sizes.png
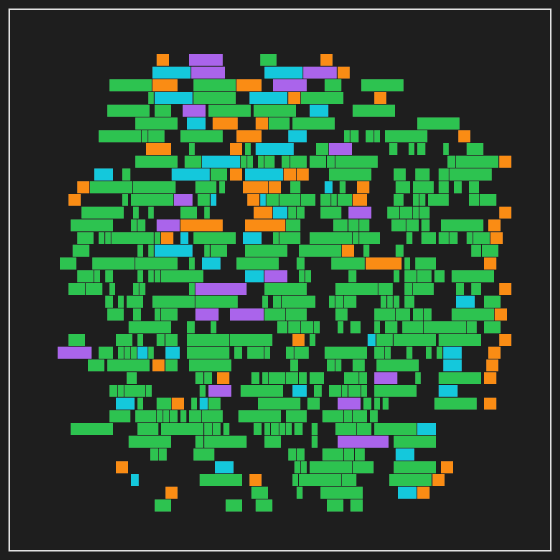
congestion.png
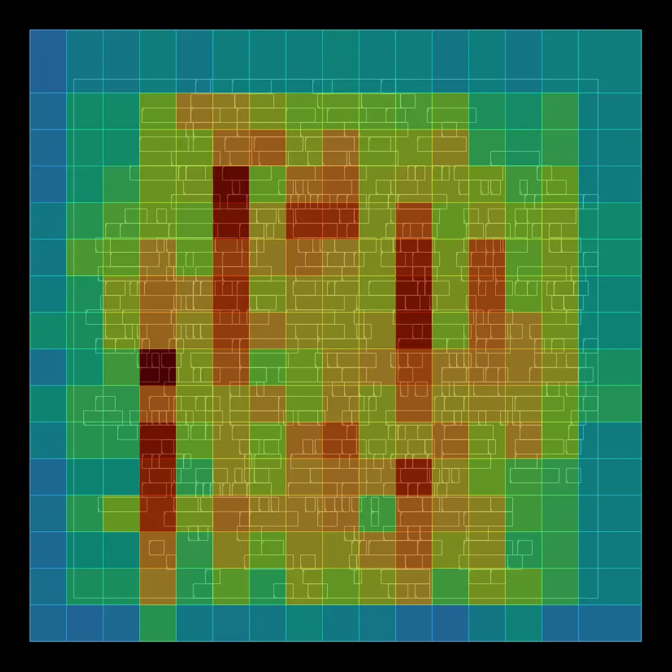
cell_density.png
Scale bar: 20 um. The die is cut into 12 by 12 equal tiles; dark blue is low, red is high, 0 to 100% covered.
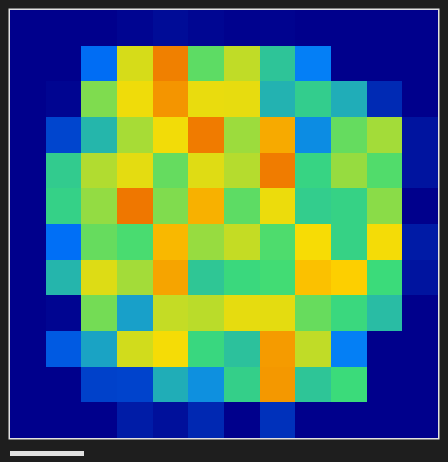
placement_by_type.png
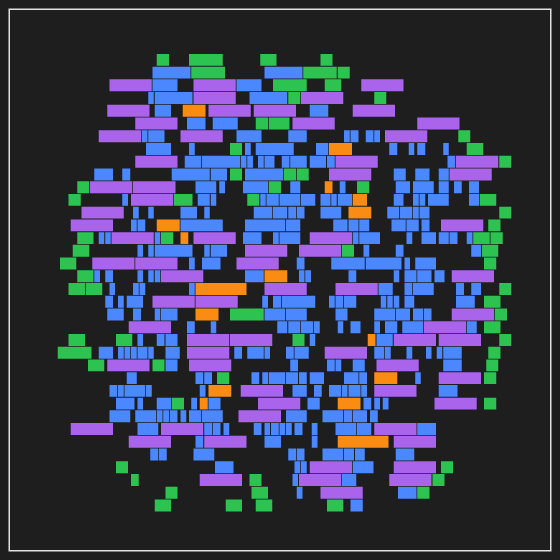
<file path="config.mk">
export PLATFORM = sky130hd
export DESIGN_NAME = fcims_restock_ctrl
export DESIGN_NICKNAME = d
export VERILOG_FILES = /design/src/rtl/fcims_restock_ctrl.sv
export SDC_FILE = /design/constraint.sdc
export NUM_CORES = 1
export LEC_CHECK = 0
export CAP_MARGIN = 0
export CORE_MARGIN = 8
export CORE_UTILIZATION = 40
export CTS_CLUSTER_SIZE = 24
export DETAILED_ROUTE_END_ITERATION = 12
export GPL_ROUTABILITY_DRIVEN = 0
export PLACE_DENSITY = 0.64
export REMOVE_ABC_BUFFERS = 1
export SYNTH_ARGS = -nofsm -noshare
export SYNTH_HDL_FRONTEND = slang
export SYNTH_SLANG_ARGS = --single-unit
</file>
<file path="constraint.sdc">
create_clock -name clk -period 2.9 [get_ports clk]
set_input_delay 0.725 -clock clk [delete_from_list [all_inputs] [get_ports clk]]
set_output_delay 0.725 -clock clk [all_outputs]
set_load 0.1 [all_outputs]
</file>
<file path="src/rtl/fcims_restock_ctrl.sv">
// FCIMS restock controller: per-item stock table plus purchase budget.
// Each request is costed with a shift-add multiplier, then committed or rejected.
module fcims_restock_ctrl #(
    parameter int NITEMS   = 4,
    parameter int CT_W     = 4,
    parameter int PRICE_W  = 4,
    parameter int BUDGET_W = 8
) (
    input  logic                      clk,
    input  logic                      reset,
    input  logic                      bud_load,
    input  logic [BUDGET_W-1:0]       bud_init,
    input  logic                      req_valid,
    output logic                      req_ready,
    input  logic [$clog2(NITEMS)-1:0] req_item,
    input  logic [CT_W-1:0]           req_qty,
    input  logic [PRICE_W-1:0]        req_ucost,
    output logic                      resp_valid,
    input  logic                      resp_ready,
    output logic [1:0]                resp_code,
    output logic [BUDGET_W-1:0]       resp_cost,
    output logic [CT_W-1:0]           resp_new_ct,
    output logic [BUDGET_W-1:0]       budget,
    input  logic [$clog2(NITEMS)-1:0] rd_item,
    output logic [CT_W-1:0]           rd_ct
);

    localparam int IDX_W = $clog2(NITEMS);
    localparam int CNT_W = $clog2(CT_W + 1);
    localparam logic [CNT_W-1:0] LAST_BIT = CNT_W'(CT_W - 1);

    typedef enum logic [1:0] {
        S_IDLE  = 2'd0,
        S_MUL   = 2'd1,
        S_CHECK = 2'd2,
        S_RESP  = 2'd3
    } state_t;

    state_t                         state_q, state_d;
    logic [IDX_W-1:0]               item_q, item_d;
    logic [CT_W-1:0]                qty_q, qty_d;
    logic [CT_W-1:0]                mplier_q, mplier_d;
    logic [BUDGET_W-1:0]            mcand_q, mcand_d;
    logic [BUDGET_W-1:0]            acc_q, acc_d;
    logic [CNT_W-1:0]               cnt_q, cnt_d;
    logic [BUDGET_W-1:0]            budget_q, budget_d;
    logic [NITEMS-1:0][CT_W-1:0]    stock_q, stock_d;
    logic                           resp_valid_q, resp_valid_d;
    logic [1:0]                     resp_code_q, resp_code_d;
    logic [BUDGET_W-1:0]            resp_cost_q, resp_cost_d;
    logic [CT_W-1:0]                resp_new_ct_q, resp_new_ct_d;
    logic [CT_W:0]                  sum_s;

    // State register and datapath registers; reset aborts any transaction in flight.
    always_ff @(posedge clk or negedge reset) begin
        if (!reset) begin
            state_q       <= S_IDLE;
            item_q        <= '0;
            qty_q         <= '0;
            mplier_q      <= '0;
            mcand_q       <= '0;
            acc_q         <= '0;
            cnt_q         <= '0;
            budget_q      <= '0;
            stock_q       <= '0;
            resp_valid_q  <= 1'b0;
            resp_code_q   <= 2'b00;
            resp_cost_q   <= '0;
            resp_new_ct_q <= '0;
        end else begin
            state_q       <= state_d;
            item_q        <= item_d;
            qty_q         <= qty_d;
            mplier_q      <= mplier_d;
            mcand_q       <= mcand_d;
            acc_q         <= acc_d;
            cnt_q         <= cnt_d;
            budget_q      <= budget_d;
            stock_q       <= stock_d;
            resp_valid_q  <= resp_valid_d;
            resp_code_q   <= resp_code_d;
            resp_cost_q   <= resp_cost_d;
            resp_new_ct_q <= resp_new_ct_d;
        end
    end

    // Next-state and datapath update for IDLE -> MUL -> CHECK -> RESP.
    always_comb begin
        state_d       = state_q;
        item_d        = item_q;
        qty_d         = qty_q;
        mplier_d      = mplier_q;
        mcand_d       = mcand_q;
        acc_d         = acc_q;
        cnt_d         = cnt_q;
        budget_d      = budget_q;
        stock_d       = stock_q;
        resp_valid_d  = resp_valid_q;
        resp_code_d   = resp_code_q;
        resp_cost_d   = resp_cost_q;
        resp_new_ct_d = resp_new_ct_q;
        sum_s         = {1'b0, stock_q[item_q]} + {1'b0, qty_q};

        case (state_q)
            S_IDLE: begin
                if (bud_load) begin
                    budget_d = bud_init;
                end else if (req_valid) begin
                    item_d   = req_item;
                    qty_d    = req_qty;
                    mplier_d = req_qty;
                    mcand_d  = BUDGET_W'(req_ucost);
                    acc_d    = '0;
                    cnt_d    = '0;
                    state_d  = S_MUL;
                end else begin
                    state_d = S_IDLE;
                end
            end
            S_MUL: begin
                // LSB-first: the multiplicand doubles as the multiplier shifts right.
                if (mplier_q[0]) begin
                    acc_d = acc_q + mcand_q;
                end else begin
                    acc_d = acc_q;
                end
                mcand_d  = {mcand_q[BUDGET_W-2:0], 1'b0};
                mplier_d = {1'b0, mplier_q[CT_W-1:1]};
                if (cnt_q == LAST_BIT) begin
                    state_d = S_CHECK;
                end else begin
                    cnt_d = cnt_q + CNT_W'(1);
                end
            end
            S_CHECK: begin
                resp_cost_d  = acc_q;
                resp_valid_d = 1'b1;
                state_d      = S_RESP;
                if (acc_q > budget_q) begin
                    resp_code_d   = 2'b01;
                    resp_new_ct_d = stock_q[item_q];
                end else if (sum_s[CT_W]) begin
                    resp_code_d   = 2'b10;
                    resp_new_ct_d = stock_q[item_q];
                end else begin
                    resp_code_d      = 2'b00;
                    resp_new_ct_d    = sum_s[CT_W-1:0];
                    stock_d[item_q]  = sum_s[CT_W-1:0];
                    budget_d         = budget_q - acc_q;
                end
            end
            S_RESP: begin
                if (resp_ready) begin
                    resp_valid_d = 1'b0;
                    state_d      = S_IDLE;
                end else begin
                    resp_valid_d = 1'b1;
                end
            end
            default: begin
                state_d = S_IDLE;
            end
        endcase
    end

    // Ready is gated by reset so it reads low while reset is held.
    assign req_ready   = reset && (state_q == S_IDLE) && !bud_load;
    assign resp_valid  = resp_valid_q;
    assign resp_code   = resp_code_q;
    assign resp_cost   = resp_cost_q;
    assign resp_new_ct = resp_new_ct_q;
    assign budget      = budget_q;
    assign rd_ct       = stock_q[rd_item];

endmodule

</file>
==> flow_summary.toml <==
# flow metrics
[yosys]
async_flop_share = 1.00
synth.distinct_cells = 47
ys_cells = 377
post_synth_tally_of_flip_flops_with_integrated_enable = 0
yosys.area_share.adder = 0.0944
synthesis.area_per_instance_sq_um = 10.5
yosys_most_used_dff = "dfrtp_1"
synth_flop_count = 70
synth-seq-area-share = 0.443
synthTopLogicFamily = "multiplexers"
mappedNetlistArea_sq_um = 3950
ys_sh_aoi = 0.136
post_synth_inst_count = 377

[cts]
ctsResizeCount = 0
cts_inserted_buffers = 9
root_buffer = "clkbuf_8"
holdBufCountCts = 0
numClockSinks = 70
cts_h_tree_depth = 3
cts_setup_buffers = 0
clk_latency_ns = 0.35
clock_tree_from_tritoncts = "yes"

[layout]
final-nonclk-buf-share = 0.134
final-comb-area_sq_um = 2090
inverters = 25
final_layout_top_logic_cell = "dfrtp_1"
num-nets-final = 498
seqAreaFraction = 0.351
clock_buffers = 9
number_of_diodes = 0
ff_count = 70
non_clock_buffer_count = 71
area_dominant_class = "logic gates"
post_route_cells_drive_above_1_share = 0.233
top_layout_cells = "dfrtp_1 (70), nand2_1 (50), buf_4 (40)"
final-seq-area_sq_um = 1750
fillCellCount = 877

[routing]
detailedRoute.firstPassIterationCount = 4
drc = 0
finalWirelength_um = 9570
route.met3.wl_um = 475
top_layer = "met4"
wl_met2_um = 4600
drtIter0Drc = 164
antenna_left = 0
avgRoutedWirePerCell_um = 16.4
vias = 3002
post_drt_via_cell_ratio = 5.15

[floorplan]
io_pins = 53
placementRows = 36
fp.coreArea_sq_um = 9680
fp-utilization = 0.408
num_tap_cells = 133
die-width_um = 115

[place]
port_buffers = 52
place.detailed.hpwl_um = 7150

[run_status]
outcome = "completed"

[critical_path]
critical_path_arrival_ns = 3.00
timing.critical_path.slowest_cell_delay_ns = 0.57
setup.reg_to_reg.worst_slack_ns = 0.13
setup.worst_path.end_class = "flop"
critical_path_cell_count = 12
r2r_end = "stock_q[15]"
worst_ep_required_time_ns = 3.14
worstPathBufferInverterCount = 4
timing.critical_path.to = "stock_q[15]"
reg2regPathDepth = 12
crit_path_cell_trace = "mux4_2, ha_4, inv_2, fa_2, inv_2, a21o_1, a21oi_2, buf_4, nand4_1, nor2_1, buf_4, mux2_4"
timing.critical_path.from_type = "flop"
critical_path.slowest_cell = "mux4_2"
startpoint = "item_q[0]"
rr_startpoint = "item_q[0]"
path_class = "reg2reg"

[sta]
clock-skew-final_ns = 0.00730
setup_total_negative_slack_ns = 0
max-slew-margin-rel = 0.411
final.hold.worst_slack_ns = 0.487
worst_pin_slew_ns = 0.883
finalHoldViolations = 0
layout_min_cycle_time_ns = 2.77
finalClockPeriodUsage = 0.954
maxSlewViolCount = 0
maxClockFrequency_ghz = 0.362
rsz0062_at_grt = "true"

[job]
tool_warnings = 29
drv.max_cap_violation_count = 0

[global_routing]
antenna_found_initial = 0
grt_first_pass_wirelength_um = 16000
global_route_total_overflow = 0
global_route_track_usage_on_met3 = 0.0362
grt_pass1_vias = 3184

[worst_hold_path]
min_delay_path_depth = 2
timing.hold.worst.class = "reg2reg"
startpoint_of_the_worst_hold_path = "mplier_q[1]"
whs_endpoint = "mplier_q[1]"
About sizes.png:
purple -> _6 and larger  # cells 18, share 4.0%
green -> _0 and _1 cells  # cells 345, share 77%
orange -> _3 and _4 cells  # cells 51, share 11%
cyan -> _2 cells  # cells 36, share 8.0%

About congestion.png:
most used routing layer: met2
total track usage: 0.153
Global Route met2 Usage: 0.253
met1 layer usage reported by global route: 0.190
post-route core utilization: 0.515

About cell_density.png:
fullest tile = 87%
nearly empty tiles = 30%
tiles over 75% full = 9.0%
mean over tiles = 36%

About placement_by_type.png:
purple -> flops  # cells 70, share of their area 36%
green -> other buffers and delay cells  # cells 71, share of their area 14%
blue -> combinational and other logic  # cells 293, share of their area 45%
orange -> clock drivers and dummy loads  # cells 16, share of their area 4.4%

==> registers in the layout, indices dropped and copies added, names as in the netlist, 3 cells and up <==
signal / cells
mplier_q: 4
acc_q: 8
resp_cost: 8
resp_new_ct: 4
stock_q: 16
mcand_q: 8
budget: 8
cnt_q: 3
qty_q: 4
==> tightest hold or removal path, stage by stage, from the launching register on <==
cell	delay (ns)
dfrtp_1	0.35
nand2_1	0.05
o21ai_0	0.06
==> metrics by stage <==
stage	util	setup slack (ns)	cell area, sq um	std cells
floorplan	-	-0.367	3890	363
global placement	0.486	0.0666	4710	565
detailed placement	0.486	0.0366	4710	565
CTS	0.508	0.0261	4920	581
global route	0.515	-0.0431	4980	583
finish	0.515	0.134	4980	583
==> cell usage after synthesis, drive strengths merged, types with 3 or more instances <==
| library cell | number | area [sq um] |
|---|---|---|
| buf | 4 | 18.8 |
| nand2 | 51 | 199 |
| inv | 25 | 93.8 |
| ha | 25 | 313 |
| nand3 | 8 | 40.0 |
| o22ai | 11 | 68.8 |
| mux4 | 8 | 180 |
| o21ai | 22 | 114 |
| a21oi | 22 | 110 |
| o21a | 5 | 37.5 |
| xor2 | 7 | 61.3 |
| nand2b | 3 | 18.8 |
| a31oi | 4 | 40.0 |
| mux2i | 14 | 140 |
| a21o | 7 | 52.6 |
| clkbuf | 10 | 37.5 |
| nor2 | 20 | 75.1 |
| fa | 3 | 60.1 |
| dfrtp | 70 | 1750 |
| mux2 | 22 | 248 |
| xnor2 | 7 | 61.3 |
